Run 1, clock network drawn from the DEF:
Bar = 20 um.
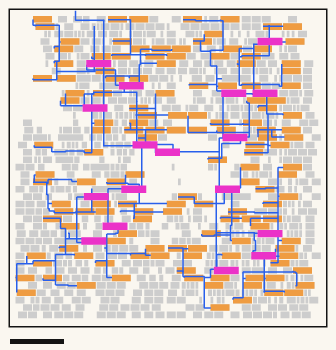
Run 1, cells by drive strength:
Bar = 20 um.
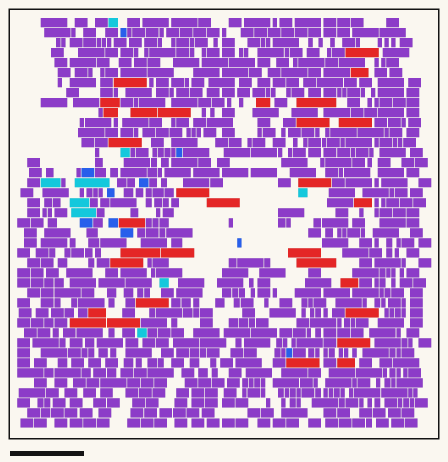
Run 1, clock nets:
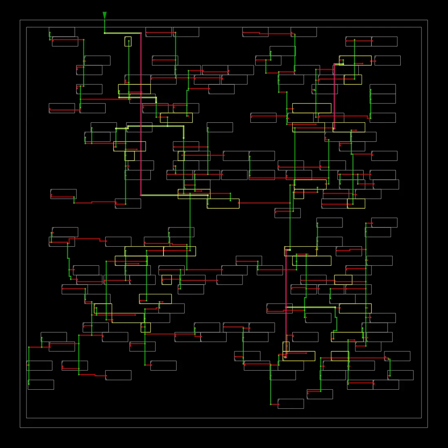
<file path="config.mk">
export PLATFORM = sky130hd
export DESIGN_NAME = mem_port_arbiter
export DESIGN_NICKNAME = d
export VERILOG_FILES = /design/src/rtl/mem_port_arbiter.sv
export SDC_FILE = /design/constraint.sdc
export NUM_CORES = 1
export LEC_CHECK = 0
export CAP_MARGIN = 5
export CORE_MARGIN = 1.5
export CORE_UTILIZATION = 44
export DETAILED_ROUTE_END_ITERATION = 16
export GPL_TIMING_DRIVEN = 0
export PLACE_DENSITY = 0.85
export REMOVE_ABC_BUFFERS = 1
export SLEW_MARGIN = 15
export SYNTH_ARGS = -nofsm -noshare
export SYNTH_HDL_FRONTEND = slang
export SYNTH_SLANG_ARGS = --single-unit
export TNS_END_PERCENT = 10
</file>
<file path="constraint.sdc">
create_clock -name clk -period 4.7 [get_ports clk]
set_input_delay 0.94 -clock clk [delete_from_list [all_inputs] [get_ports clk]]
set_output_delay 0.94 -clock clk [all_outputs]
set_load 0.02 [all_outputs]
</file>
<file path="src/rtl/mem_port_arbiter.sv">
// -----------------------------------------------------------------------------
// mem_port_arbiter
//
// Shares one single-ported unified instruction/data memory between the
// pipeline fetch port (IF) and the load/store port (data). One transaction is
// in flight at a time. A three-state FSM sequences each transaction:
//   IDLE -> arbitrate and launch the access (or reject a misaligned one)
//   BUSY -> wait for mem_ack, giving up after TIMEOUT cycles
//   RESP -> the granted port sees its one-cycle ready (and err) pulse
// When both ports request, the port that did not win the previous grant
// is granted.
//
// Parameters:
//   TIMEOUT  cycles spent in BUSY without mem_ack before the access aborts (>=2)
//   AW       address width
//
// Ports:
//   clk, reset           clock; synchronous active-low reset
//   if_req/if_addr       fetch request (level) and byte address
//   if_rdata/if_ready    fetched word, one-cycle completion pulse
//   if_err               abort indication, coincident with if_ready
//   d_req/d_we/d_addr    data request (level), store enable, byte address
//   d_wdata              store data
//   d_rdata/d_ready      load data, one-cycle completion pulse
//   d_err                abort indication, coincident with d_ready
//   mem_req/mem_we       memory request (held until ack) and write enable
//   mem_addr/mem_wdata   latched address and store data
//   mem_rdata/mem_ack    memory read data, valid with the single-cycle ack
//
// All outputs are registered.
// -----------------------------------------------------------------------------
module mem_port_arbiter #(
  parameter int TIMEOUT = 16,
  parameter int AW      = 32
) (
  input  logic          clk,
  input  logic          reset,

  input  logic          if_req,
  input  logic [AW-1:0] if_addr,
  output logic [31:0]   if_rdata,
  output logic          if_ready,
  output logic          if_err,

  input  logic          d_req,
  input  logic          d_we,
  input  logic [AW-1:0] d_addr,
  input  logic [31:0]   d_wdata,
  output logic [31:0]   d_rdata,
  output logic          d_ready,
  output logic          d_err,

  output logic          mem_req,
  output logic          mem_we,
  output logic [AW-1:0] mem_addr,
  output logic [31:0]   mem_wdata,
  input  logic [31:0]   mem_rdata,
  input  logic          mem_ack
);

  // The counter only ever needs to reach TIMEOUT-1.
  localparam int            CW       = $clog2(TIMEOUT);
  localparam logic [CW-1:0] CNT_LAST = CW'(TIMEOUT - 1);

  typedef enum logic [1:0] {
    IDLE = 2'd0,
    BUSY = 2'd1,
    RESP = 2'd2
  } state_t;

  state_t        state_reg;
  logic          grant_reg;   // 0 = IF, 1 = data
  logic          last_reg;    // port granted most recently, same encoding
  logic [CW-1:0] cnt_reg;

  // Arbitration decision, only acted upon in IDLE.
  logic          any_req;
  logic          pick_d;
  logic [AW-1:0] sel_addr;
  logic          sel_aligned;

  always_comb begin
    any_req     = if_req | d_req;
    // Data wins when it is alone, or when both request and IF won last time.
    pick_d      = d_req & (~if_req | ~last_reg);
    sel_addr    = pick_d ? d_addr : if_addr;
    sel_aligned = (sel_addr[1:0] == 2'b00);
  end

  always_ff @(posedge clk) begin
    if (!reset) begin
      state_reg <= IDLE;
      grant_reg <= 1'b0;
      last_reg  <= 1'b0;
      cnt_reg   <= '0;
      mem_req   <= 1'b0;
      mem_we    <= 1'b0;
      mem_addr  <= '0;
      mem_wdata <= '0;
      if_rdata  <= '0;
      if_ready  <= 1'b0;
      if_err    <= 1'b0;
      d_rdata   <= '0;
      d_ready   <= 1'b0;
      d_err     <= 1'b0;
    end else begin
      // Completion flags are single-cycle pulses; they are only raised on
      // the edge that moves the FSM into RESP, so they are high exactly
      // while the FSM sits in RESP.
      if_ready <= 1'b0;
      if_err   <= 1'b0;
      d_ready  <= 1'b0;
      d_err    <= 1'b0;

      unique case (state_reg)
        IDLE: begin
          if (any_req) begin
            grant_reg <= pick_d;
            last_reg  <= pick_d;
            if (sel_aligned) begin
              state_reg <= BUSY;
              mem_req   <= 1'b1;
              mem_addr  <= sel_addr;
              mem_we    <= pick_d & d_we;
              if (pick_d) begin
                mem_wdata <= d_wdata;
              end
              cnt_reg   <= '0;
            end else begin
              // Misaligned: never touch memory, report the error right away.
              state_reg <= RESP;
              if (pick_d) begin
                d_ready <= 1'b1;
                d_err   <= 1'b1;
                d_rdata <= '0;
              end else begin
                if_ready <= 1'b1;
                if_err   <= 1'b1;
                if_rdata <= '0;
              end
            end
          end
        end

        BUSY: begin
          // An ack takes priority over an expiring counter on the same edge.
          if (mem_ack) begin
            state_reg <= RESP;
            mem_req   <= 1'b0;
            mem_we    <= 1'b0;
            if (grant_reg) begin
              d_ready <= 1'b1;
              // mem_we still holds d_we of this transaction; a store keeps
              // the previous load data visible.
              if (!mem_we) begin
                d_rdata <= mem_rdata;
              end
            end else begin
              if_ready <= 1'b1;
              if_rdata <= mem_rdata;
            end
          end else if (cnt_reg == CNT_LAST) begin
            state_reg <= RESP;
            mem_req   <= 1'b0;
            mem_we    <= 1'b0;
            if (grant_reg) begin
              d_ready <= 1'b1;
              d_err   <= 1'b1;
              d_rdata <= '0;
            end else begin
              if_ready <= 1'b1;
              if_err   <= 1'b1;
              if_rdata <= '0;
            end
          end else begin
            cnt_reg <= cnt_reg + CW'(1);
          end
        end

        RESP: begin
          // Requests are deliberately not sampled here, so a port still
          // holding req during its ready cycle waits for the next IDLE.
          state_reg <= IDLE;
        end

        default: begin
          state_reg <= IDLE;
        end
      endcase
    end
  end

endmodule
</file>
==> notes.md, run 1 <==
Item: results of the latest flow run.

- The worst hold path startpoint is mem_wdata[12]$_SDFFE_PN0P_.
- The maximum clock path buffer count is 2.
- The global routing usage summed across all routing layers is 0.254.
- The post-detailed-routing wire length is 17500 um.
- The remaining global-route overflow is 0.
- The script logs the mean routed wire length per placed instance as 16.9 um.
- The post-synthesis chip area from yosys is 5650 um^2.
- The worst register-to-register path depth is 5.
- Detailed-route iteration 0 reported a violation count of 296.
- The share of the core area taken by cells at floorplan is 0.449.
- The final timing report lists a max-slew violation count of 0.
- The highest clock frequency the design can meet is 0.260 GHz.
- The die footprint is 13500 um^2.
- Of the combinational cells, the family taking the most area is simple AND/OR/NAND/NOR gates.
- In this run the vertical extent of the chip is 116 um.
- The final tally of setup violations is 0.
- The number of synthesized flops with an enable pin is 0.
- The routed design shows a via density per instance of 5.13.
- The Yosys warning count is 0.
- The initial antenna violation count is 0.
- The endpoint of the lowest-slack register-to-register path is mem_addr[6]$_SDFFE_PN0P_.
- The clock-pin slew of the registers on the worst-case setup and hold paths is 60 ps.
- For the pin with the worst max-slew slack, the measured transition is 1060 ps.
- The most critical setup path has its startpoint at d_req.
- CTS placed an instance of sky130_fd_sc_hd__clkbuf_16 at the clock tree root.
- The detail route stage leaves a number of antenna-violating nets equal to 0.
- The count of unique library cells instantiated by Yosys is 42.
- For met1 alone, demand over resource in global routing was 0.285.
- VDD sags by at most 0.206 mV.
- The highest metal layer with signal wires is met4.
- The number of hold buffers added after cts is 0.
- The arrival time at the worst endpoint is 4080 ps.
- OpenSTA, run right after detailed placement, puts the worst setup slack at 477 ps.
- Hold analysis shows the worst path with a depth of 2.
- The global-route layer with the greatest usage is met2.
- Max fanout on the critical path was recorded as 48.
- The flow ran to the end, and the final reports show no timing, DRC or antenna violations.
- The fraction of layout cells with a size suffix above 1 is 0.0578.
- The first-pass GRT wire length is 26400 um.
- The clock tree from TritonCTS is built.
Notes on 'clock network drawn from the DEF' above:
- orange: flip-flops (count 141)
- blue: clock wires (length 1580 um)
- magenta: clock drivers (count 17)
- routed clock nets: 18
- flops lie: all over the die
clock latency on the worst-skew pair: 410 ps
portion of total power attributed to the clock network: 0.440
Worst Clk Skew: 6.34 ps
clock network power: 1.39 mW

Notes on 'cells by drive strength' above:
- red: _6 and larger (cells 31; share 3.6%)
- purple: _0 and _1 cells (cells 815; share 94%)
- blue: _2 cells (cells 10; share 1.2%)
- cyan: _3 and _4 cells (cells 9; share 1.0%)
worst-case setup margin in the final layout: 851 ps
cell area after layout: 9020 um^2
count of plain and timing-repair buffers in the layout: 273
Syn-to-layout area delta: 59.8%

Notes on 'clock nets' above:
sinks on the clock net: 141
sequential cell count: 141

run 1: synth_stat cells, drive strengths merged, types with 3 or more instances:
cell | instances | area, um^2
nor2 | 6 | 25.0
buf | 24 | 170
nand2 | 168 | 631
dfxtp | 141 | 2820
o22ai | 3 | 18.8
nor3 | 32 | 160
a211oi | 31 | 233
and3 | 5 | 31.3
nor2b | 3 | 18.8
a21oi | 36 | 180
clkbuf | 25 | 93.8
nand2b | 4 | 25.0
mux2i | 96 | 961
nand3 | 5 | 25.0
run 1: logic make-up after synthesis:
family,after synthesis
AND-OR/OR-AND,83
adder cells (fa/ha/maj),1
multiplexers,98
flip-flops,141
AND/OR/NAND/NOR,235
buffers and inverters,51
run 1: per-stage QoR:
stage	TNS [ps]	hold slack [ps]	area, um^2	utilization	cells
2_1_floorplan	-86000	444	5380	-	560
3_3_place_gp	-319470	442	8270	0.658	999
3_5_place_dp	0	447	8390	0.667	1005
4_1_cts	0	455	9020	0.717	1037
5_1_grt	0	469	9020	0.718	1037
6_report	0	453	9020	0.718	1037
run 1: layout make-up:
type                    instances  area [um^2]
flip-flops and latches        141         2820
clock inverters                10          135
inverters                       2         7.51
clock buffers                  22          494
well taps                     172          215
fillers                       894         3540
repair buffers                273         2780
multi-input cells             417         2570
run 1: critical path: stages:
cell and delay, ps:
sky130_fd_sc_hd__clkdlybuf4s50_1 610, sky130_fd_sc_hd__a21boi_4 650, sky130_fd_sc_hd__and3_2 560, sky130_fd_sc_hd__buf_12 280
sky130_fd_sc_hd__or2_1 840, sky130_fd_sc_hd__a211oi_1 180
run 1: power by group:
part / internal (mW) / total, mW / switching (mW)
sequential: 1.24 / 1.26 / 0.0252
clock: 0.902 / 1.39 / 0.490
combinational: 0.266 / 0.508 / 0.242
==> run 1 -> run 2 <==
--- a/config.mk
+++ b/config.mk
@@ -7,10 +7,10 @@
 export LEC_CHECK = 0
 export CAP_MARGIN = 5
 export CORE_MARGIN = 1.5
-export CORE_UTILIZATION = 44
+export CORE_UTILIZATION = 41
 export DETAILED_ROUTE_END_ITERATION = 16
 export GPL_TIMING_DRIVEN = 0
-export PLACE_DENSITY = 0.85
+export PLACE_DENSITY = 0.8
 export REMOVE_ABC_BUFFERS = 1
 export SLEW_MARGIN = 15
 export SYNTH_ARGS = -nofsm -noshare
==> constraint.sdc (replaced) <==
create_clock -name clk -period 3.8 [get_ports clk]
set_input_delay 0.76 -clock clk [delete_from_list [all_inputs] [get_ports clk]]
set_output_delay 0.76 -clock clk [all_outputs]
set_load 0.02 [all_outputs]
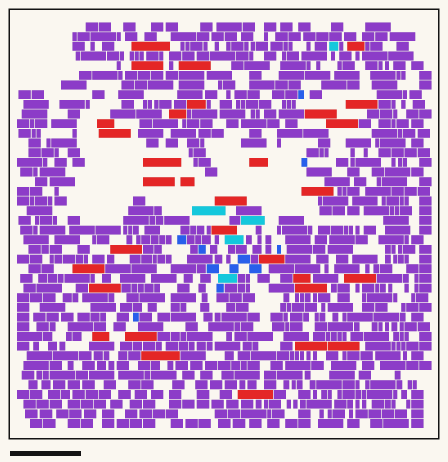
Run 2: cells by drive strength
Bar = 20 um.
- red: _6 and larger (cells 31; share 3.6%)
- blue: _2 cells (cells 11; share 1.3%)
- cyan: _3 and _4 cells (cells 5; share 0.58%)
- purple: _0 and _1 cells (cells 818; share 95%)
Syn-to-layout area delta: 59.7%
cell area after layout: 9020 um^2

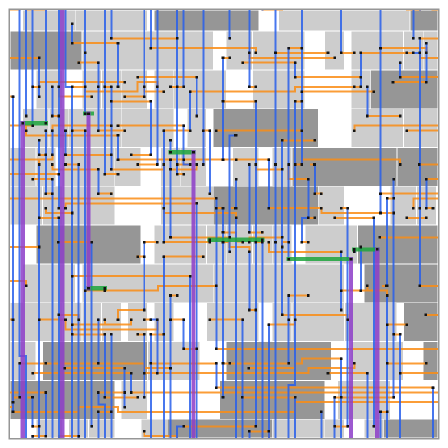
Run 2: close-up of the layout
Window x 75 to 105, y 15 to 45 um. Cells in grey, sequential cells in the stronger grey; small squares are vias.
- blue: metal 2
- orange: metal 1
- purple: metal 4
- green: metal 3
- cells with their middle in the window: 75
- netlist names of flops here include: mem_wdata (13)
- most frequent: clkdlybuf4s50_1 (23), nand2_1 (20), dfxtp_1 (13)
- sequential cells in the window: 13

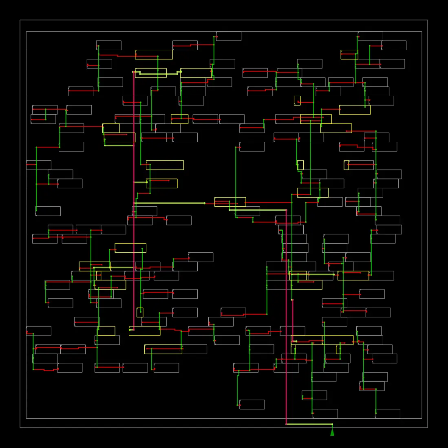
Run 2: clock nets
Clock buffer cells: 26
clock network power: 1.70 mW
TritonCTS Buffers: 17
Worst Clk Skew: 6.07 ps

==> run 2 against run 1 <==
Effect of this change:
- power increased by 23%
- register-to-register slack got worse by 700 ps
- synthesized cell count unchanged
- critical path depth unchanged
- via count decreased by 0.28%
- clock power increased by 22%
- critical path type unchanged
- largest cell class unchanged
==> notes.md, run 2 <==
Item: results of the latest flow run.

- The fraction of cell area in non-clock buffers is 0.308.
- The fraction of final cell area spent on clock buffers and inverters in this run is 0.0681.
- In the CTS report, the clock slew at the register clock pins of the worst setup and hold paths is listed as 50 ps.
- The floorplan step records an initial core utilization of 0.423.
- The synthesis run shows the most used standard cells to be 168 x sky130_fd_sc_hd__nand2_1, 141 x sky130_fd_sc_hd__dfxtp_1, 96 x sky130_fd_sc_hd__mux2i_1, 36 x sky130_fd_sc_hd__a21oi_1, 32 x sky130_fd_sc_hd__nor3_1.
- The multi-input logic cell count is 417.
- Per the post-place timing report, worst setup slack is -372 ps.
- The run finished with clean final reports.
- In the final timing run, aggregate negative setup slack is 0 ps.
- The per-cell via count in the routed design is 5.09.
- The final timing report counts setup violations totalling 0.
- The vertical die dimension is 120 um.
- The average routed wire per standard cell is 16.7 um.
- The non-filler instance count after layout is 1041.
- In the final report, the number of pins over their slew limit comes to 0.
- The count of sequential standard cells is 141.
- Of the cells placed in the final design, the portion with a size suffix greater than 1 is 0.0543.
- The clock tree has to reach 141 sinks.
- The top logic cell family in the synthesized netlist is simple AND/OR/NAND/NOR gates.
- The register share of the cell area is 0.313.
- The finished layout reports a core utilization of 0.676.
- The clock tree from TritonCTS is built.
- Once placement completed, the tool counted placed cells totaling 1009.
- The initial antenna violation count was 0.
- The multi-input gate share of total cell area is 0.286.
- In this run the clock root is driven by a sky130_fd_sc_hd__clkbuf_16.
- The number of cells on the worst hold path is 2.
- Per the detailed-route log, wirelength across all metal layers totals 17400 um.
- The endpoint of the lowest-slack register-to-register path is mem_addr[17]$_SDFFE_PN0P_.
- Per the CTS log, the buffer count on the longest clock path is 2.
- The largest area contributor in the synthesized netlist is sky130_fd_sc_hd__dfxtp_1.
- Per the hold report, the tightest min-delay path originates at mem_wdata[17]$_SDFFE_PN0P_.
- The transition time of the tightest slew-check pin is 1060 ps.
- The number of synthesized flops with an enable pin is 0.
- The main area contributors are sky130_fd_sc_hd__dfxtp_1 50%, sky130_fd_sc_hd__mux2i_1 17%, sky130_fd_sc_hd__nand2_1 11%, sky130_fd_sc_hd__a211oi_1 4.1%, sky130_fd_sc_hd__a21oi_1 3.2%.
- The synthesis report lists the Yosys warning total as 0.
- The highest clock frequency the design can meet is 0.289 GHz.
- The count of unique library cells instantiated by Yosys is 42.
- The most frequently used library cell after synthesis is sky130_fd_sc_hd__nand2_1.
- Global routing finished with a remaining overflow of 0.
- In the final layout, excluding clock buffers the buffer count is 273.
- The count of cells along the worst register-to-register path is 5.
- The count of routing violations after the opening detailed-route iteration is 253.
- The area fraction of the dominant cell type after synthesis is 0.500.
- After filler insertion, the fill cell instance count of the layout stands at 1041.
==> run 2: cell counts after synthesis <==
No cell type changed its count.
==> run 2: routing by layer <==
metal / global-route usage / routed length [um] / up-vias
li1: - / - / 2583
met1: 0.270 / 7010 / 2524
met2: 0.431 / 9150 / 164
met3: 0.0434 / 729 / 32
met4: 0.101 / 470 / 0
met5: 0 / 0 / -
==> run 2: logic make-up after synthesis <==
| logic type | Yosys count |
|---|---|
| flops | 141 |
| mux | 98 |
| buf+inv | 51 |
| simple gates | 235 |
| compound gates | 83 |
| fa+ha+maj | 1 |
==> run 2: worst max path at each step <==
stage	from	endpoint	slack, ps	cells past startpoint
final	d_req	mem_addr[17]$_SDFFE_PN0P_	340	6
after global placement	d_req	mem_addr[19]$_SDFFE_PN0P_	-3770	5
after detailed placement	d_req	mem_addr[17]$_SDFFE_PN0P_	-370	6
after floorplan	d_req	mem_addr[10]$_SDFFE_PN0P_	-1740	4
after CTS	d_req	mem_addr[17]$_SDFFE_PN0P_	40	6
after global routing	d_req	mem_addr[17]$_SDFFE_PN0P_	150	6
==> run 2: report_power, final <==
part,internal (mW),switching [mW],total (mW)
clock,1.12,0.578,1.70
combinational,0.331,0.299,0.630
sequential,1.53,0.0301,1.56
total,2.98,0.907,3.89
==> run 2: what timing repair did <==
| action | 4_1_cts | 5_1_grt |
|---|---|---|
| resized | 0 | 1 |
| endpoints found under the setup margin | 0 | 30 |
| hold buffers | 0 | 0 |
==> run 2: worst max-delay path, cell delays in order <==
cell and delay, ps:
sky130_fd_sc_hd__clkdlybuf4s50_1 580, sky130_fd_sc_hd__a21boi_4 760, sky130_fd_sc_hd__and3_2 580, sky130_fd_sc_hd__buf_12 290, sky130_fd_sc_hd__or2_2 530, sky130_fd_sc_hd__a211oi_1 170
==> run 2 -> run 3 <==
--- a/config.mk
+++ b/config.mk
@@ -6,13 +6,12 @@
 export NUM_CORES = 1
 export LEC_CHECK = 0
 export CAP_MARGIN = 5
-export CORE_MARGIN = 1.5
+export CORE_MARGIN = 1
 export CORE_UTILIZATION = 41
 export DETAILED_ROUTE_END_ITERATION = 16
 export GPL_TIMING_DRIVEN = 0
-export PLACE_DENSITY = 0.8
+export PLACE_DENSITY = 0.9
 export REMOVE_ABC_BUFFERS = 1
-export SLEW_MARGIN = 15
 export SYNTH_ARGS = -nofsm -noshare
 export SYNTH_HDL_FRONTEND = slang
 export SYNTH_SLANG_ARGS = --single-unit
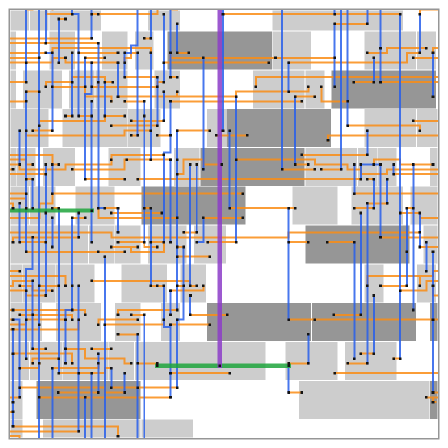
Run 3: close-up of the layout
Window x 75 to 105, y 15 to 45 um. Cells in grey, sequential cells in the stronger grey; small squares are vias.
- orange: metal 1
- green: metal 3
- blue: metal 2
- purple: metal 4
- cells with their middle in the window: 65
- sequential cells in the window: 9
- most frequent: nand2_1 (11), dfxtp_1 (9), mux2i_1 (5)
- netlist names of flops here include: d_rdata (2)

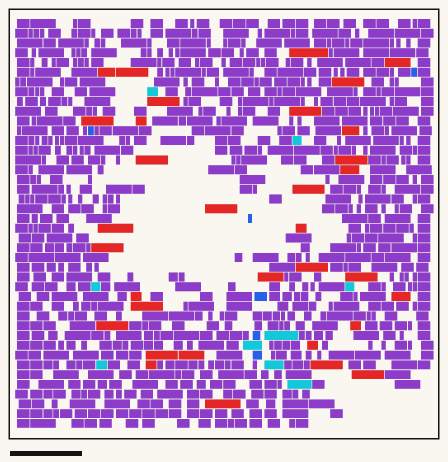
Run 3: cells by drive strength
Bar = 20 um.
- red: _6 and larger (cells 33; share 3.8%)
- purple: _0 and _1 cells (cells 818; share 94%)
- cyan: _3 and _4 cells (cells 9; share 1.0%)
- blue: _2 cells (cells 6; share 0.69%)
Syn-to-layout area delta: 59.5%
worst-case setup margin in the final layout: 361 ps

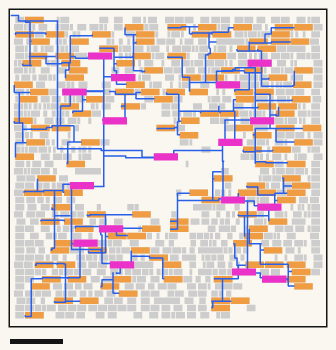
Run 3: clock network drawn from the DEF
Bar = 20 um.
- blue: clock wires (length 1670 um)
- magenta: clock drivers (count 17)
- orange: flip-flops (count 141)
- routed clock nets: 18
clock network power: 1.61 mW
Worst Clk Skew: 11.2 ps
portion of total power attributed to the clock network: 0.424
clock latency on the worst-skew pair: 420 ps

==> run 3 against run 2 <==
Effect of this change:
- maximum frequency increased by 0.75%
- utilization decreased by 0.056 points
- routed wire length decreased by 7.6%
- area after synthesis unchanged
- largest power group unchanged
- clock power decreased by 5%
- synthesized cell count unchanged
- count of clock-buffer cells in the layout decreased by 7
- worst hold slack got worse by 3.2 ps
- register-to-register slack got worse by 280 ps
- clock skew increased by 5.1 ps
- global-route usage decreased by 0.50 points
- first-iteration DRC count decreased by 21%
==> notes.md, run 3 <==
Item: results of the latest flow run.

- The number of sinks driven by the clock tree is 141.
- For met3 alone, demand over resource in global routing was 0.0761.
- The leakage power of the design is 3.37 nW.
- The remaining global-route overflow is 0.
- Once detail routing completed, the nets flagged for antenna violations numbered 0.
- The routing usage on met1 is 0.251.
- The per-cell via count in the routed design is 5.03.
- The routed metal-1 wire length is 6290 um.
- Per the detail_route report, routed wire per instance is 15.4 um.
- After detailed routing, no signal wire sits above met4.
- After the first detailed-routing iteration, the DRC count stood at 201.
- The count of unique library cells instantiated by Yosys is 42.
- The combined area of the multi-input logic cells is 2570 um^2.
- In the layout the commonest cells are 266 x sky130_fd_sc_hd__clkdlybuf4s50_1, 168 x sky130_fd_sc_hd__nand2_1, 141 x sky130_fd_sc_hd__dfxtp_1.
- The initial core utilization is 0.423.
- According to the Yosys statistics, the synthesized design has a chip area of 5650 um^2.
- The flow ran to the end, and the final reports show no timing, DRC or antenna violations.
- Once layout is complete, the cells apart from fillers number 1042.
- The number of synthesized flops with an enable pin is 0.
- The number of hold buffers added after cts is 0.
- The transition time of the tightest slew-check pin is 1280 ps.
- The final worst hold slack is 452 ps.
- In the Yosys report the total cell count is 609.
- The power density over the cells is 421 nW/um^2.
- The detailed placer reported the number of placed instances as 1009.
- The largest single stage delay on the critical path is 900 ps.
- Summed over all layers, the routed wires come to 16000 um.
- The worst vdd rail ir drop is 0.261 mV.
- Yosys attributes the largest share of cell area to sky130_fd_sc_hd__dfxtp_1 50%, sky130_fd_sc_hd__mux2i_1 17%, sky130_fd_sc_hd__nand2_1 11%, sky130_fd_sc_hd__a211oi_1 4.1%, sky130_fd_sc_hd__a21oi_1 3.2%.
- The area fraction of the dominant cell type after synthesis is 0.500.
- Global routing put the most usage on met2.
- The met3 routed wirelength is 1210 um.
- From bottom edge to top edge, the die measures 119 um.
- The synthesis run shows the most used standard cells to be 168 x sky130_fd_sc_hd__nand2_1, 141 x sky130_fd_sc_hd__dfxtp_1, 96 x sky130_fd_sc_hd__mux2i_1, 36 x sky130_fd_sc_hd__a21oi_1, 32 x sky130_fd_sc_hd__nor3_1.
- Summing all flip-flop and latch instances after layout gives 2820 um^2.
- The routed via count is 5242.
- The sum of negative setup slack is 0 ps.
- The most numerous cell in the Yosys netlist is sky130_fd_sc_hd__nand2_1.
- The critical setup path kind is in2reg.
- The initial antenna violation count is 0.
- The via count of the first global-routing pass was 5295.
- The global routing usage summed across all routing layers is 0.232.
- The count of pins over their slew limit is 0.
- Counting along the longest clock path gives a buffer depth of 2.
- Per the synthesis report, the dominant area consumer among library cells is sky130_fd_sc_hd__dfxtp_1.
- The met2 wire length is 8120 um.
- The net count of the finished layout is 988.
- The kind of start point of the critical path is an input pin.
- The highest clock frequency the design can meet is 0.291 GHz.
- The number of buffers and inverters on the critical path is 1.
- The TritonCTS buffer count is 17.
- The maximum net fanout on the critical path is 30.
- According to the timing report, the arrival time at the worst endpoint equals 3670 ps.
- The number of diodes is 0.
- The kind of cell adding the most delay to the critical path is simple AND/OR/NAND/NOR gates.
- The clock tree from TritonCTS is built.
- The fill cell total of the finished layout is 1052.
- met2 track demand over resource after global routing is 0.407.
- The root buffer cell is sky130_fd_sc_hd__clkbuf_16.
- The number of iterations in the first detailed-routing pass is 4.
- The layout summary lists the proportion of cells stronger than drive strength 1 as 0.0554.
- Per the post-CTS timing run, clock transition at the registers of the reported paths is 60 ps.
- The number of gates resized after CTS is 0.
- The final report lists the setup-violating endpoint count as 0.
- Setup repair after global routing left no endpoint under its margin.
- The final weighted congestion recorded by global placement is 0.799.
- The warning tally printed by Yosys for this design is 0.
- The die footprint is 14200 um^2.
- The signal on the critical path passes through clkdlybuf4s50_1 -> a21boi_4 -> and3_2 -> or2_1 -> a211oi_1.
- The cell with the largest stage delay on the worst path is sky130_fd_sc_hd__or2_1.
- The first global-routing pass estimated 25900 um of wire.
## run 3: power by group
part | switching, mW | internal (mW) | total [mW]
clock network | 0.661 | 0.948 | 1.61
logic | 0.291 | 0.332 | 0.623
registers | 0.0294 | 1.53 | 1.56
total | 0.981 | 2.81 | 3.79
## run 3: per-stage QoR
step | worst slack (ps) | util | total power, mW | instance area (um^2)
after CTS | 376 | 0.673 | 3.82 | 8980
final | 361 | 0.675 | 3.79 | 9010
after detailed placement | -64.7 | 0.630 | 2.21 | 8400
after global placement | -3930 | 0.620 | 2.20 | 8280
after floorplan | -1740 | - | 1.89 | 5380
after global routing | 170 | 0.675 | 3.94 | 9010
## run 3: cells by family after synthesis
| logic type | Yosys count | synth area share |
|---|---|---|
| multiplexers | 98 | 0.175 |
| AND/OR/NAND/NOR | 235 | 0.178 |
| adder cells (fa/ha/maj) | 1 | 0.00221 |
| flip-flops | 141 | 0.500 |
| buffers and inverters | 51 | 0.0481 |
| AND-OR/OR-AND | 83 | 0.0966 |
## run 3: layout make-up
class,count,share of cell area
clock buffer,19,0.0503
clock inverter,13,0.0142
inverter,2,0.000833
multi-input combinational,417,0.285
sequential,141,0.313
tap,176,0.0244
timing repair buffer,274,0.312
## run 3: path summary, 6_finish.rpt
check                                           startpoint                    endpoint  slack, ps  cells past startpoint
worst max-delay path                                 d_req   mem_addr[31]$_SDFFE_PN0P_        360                      5
worst min-delay path            mem_wdata[25]$_SDFFE_PN0P_  mem_wdata[25]$_SDFFE_PN0P_        450                      2
worst min register to register  mem_wdata[25]$_SDFFE_PN0P_  mem_wdata[25]$_SDFFE_PN0P_        450                      2
worst max register to register   state_reg[1]$_SDFFE_PN0P_   mem_addr[31]$_SDFFE_PN0P_        620                      4

==> layout pictures side by side <==
Sequential cells grouped by signal name.
Bar = 20 um. Other sequential cells in the stronger grey, the rest of the logic in the fainter grey.
image #1
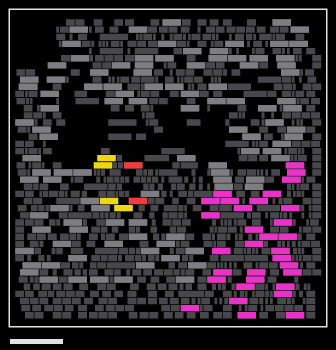
image #2
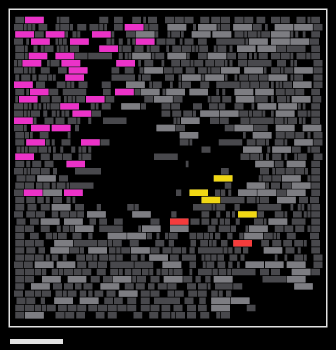
Image #2 comes from run 3.
Image #1 comes from run 2.

Key to image #1:
- yellow: cnt_reg (flops 4)
- red: state_reg (flops 2)
- magenta: mem_wdata (flops 32)
- not coloured: 103

No activity file was given, so power comes from the tool's default toggle rates.
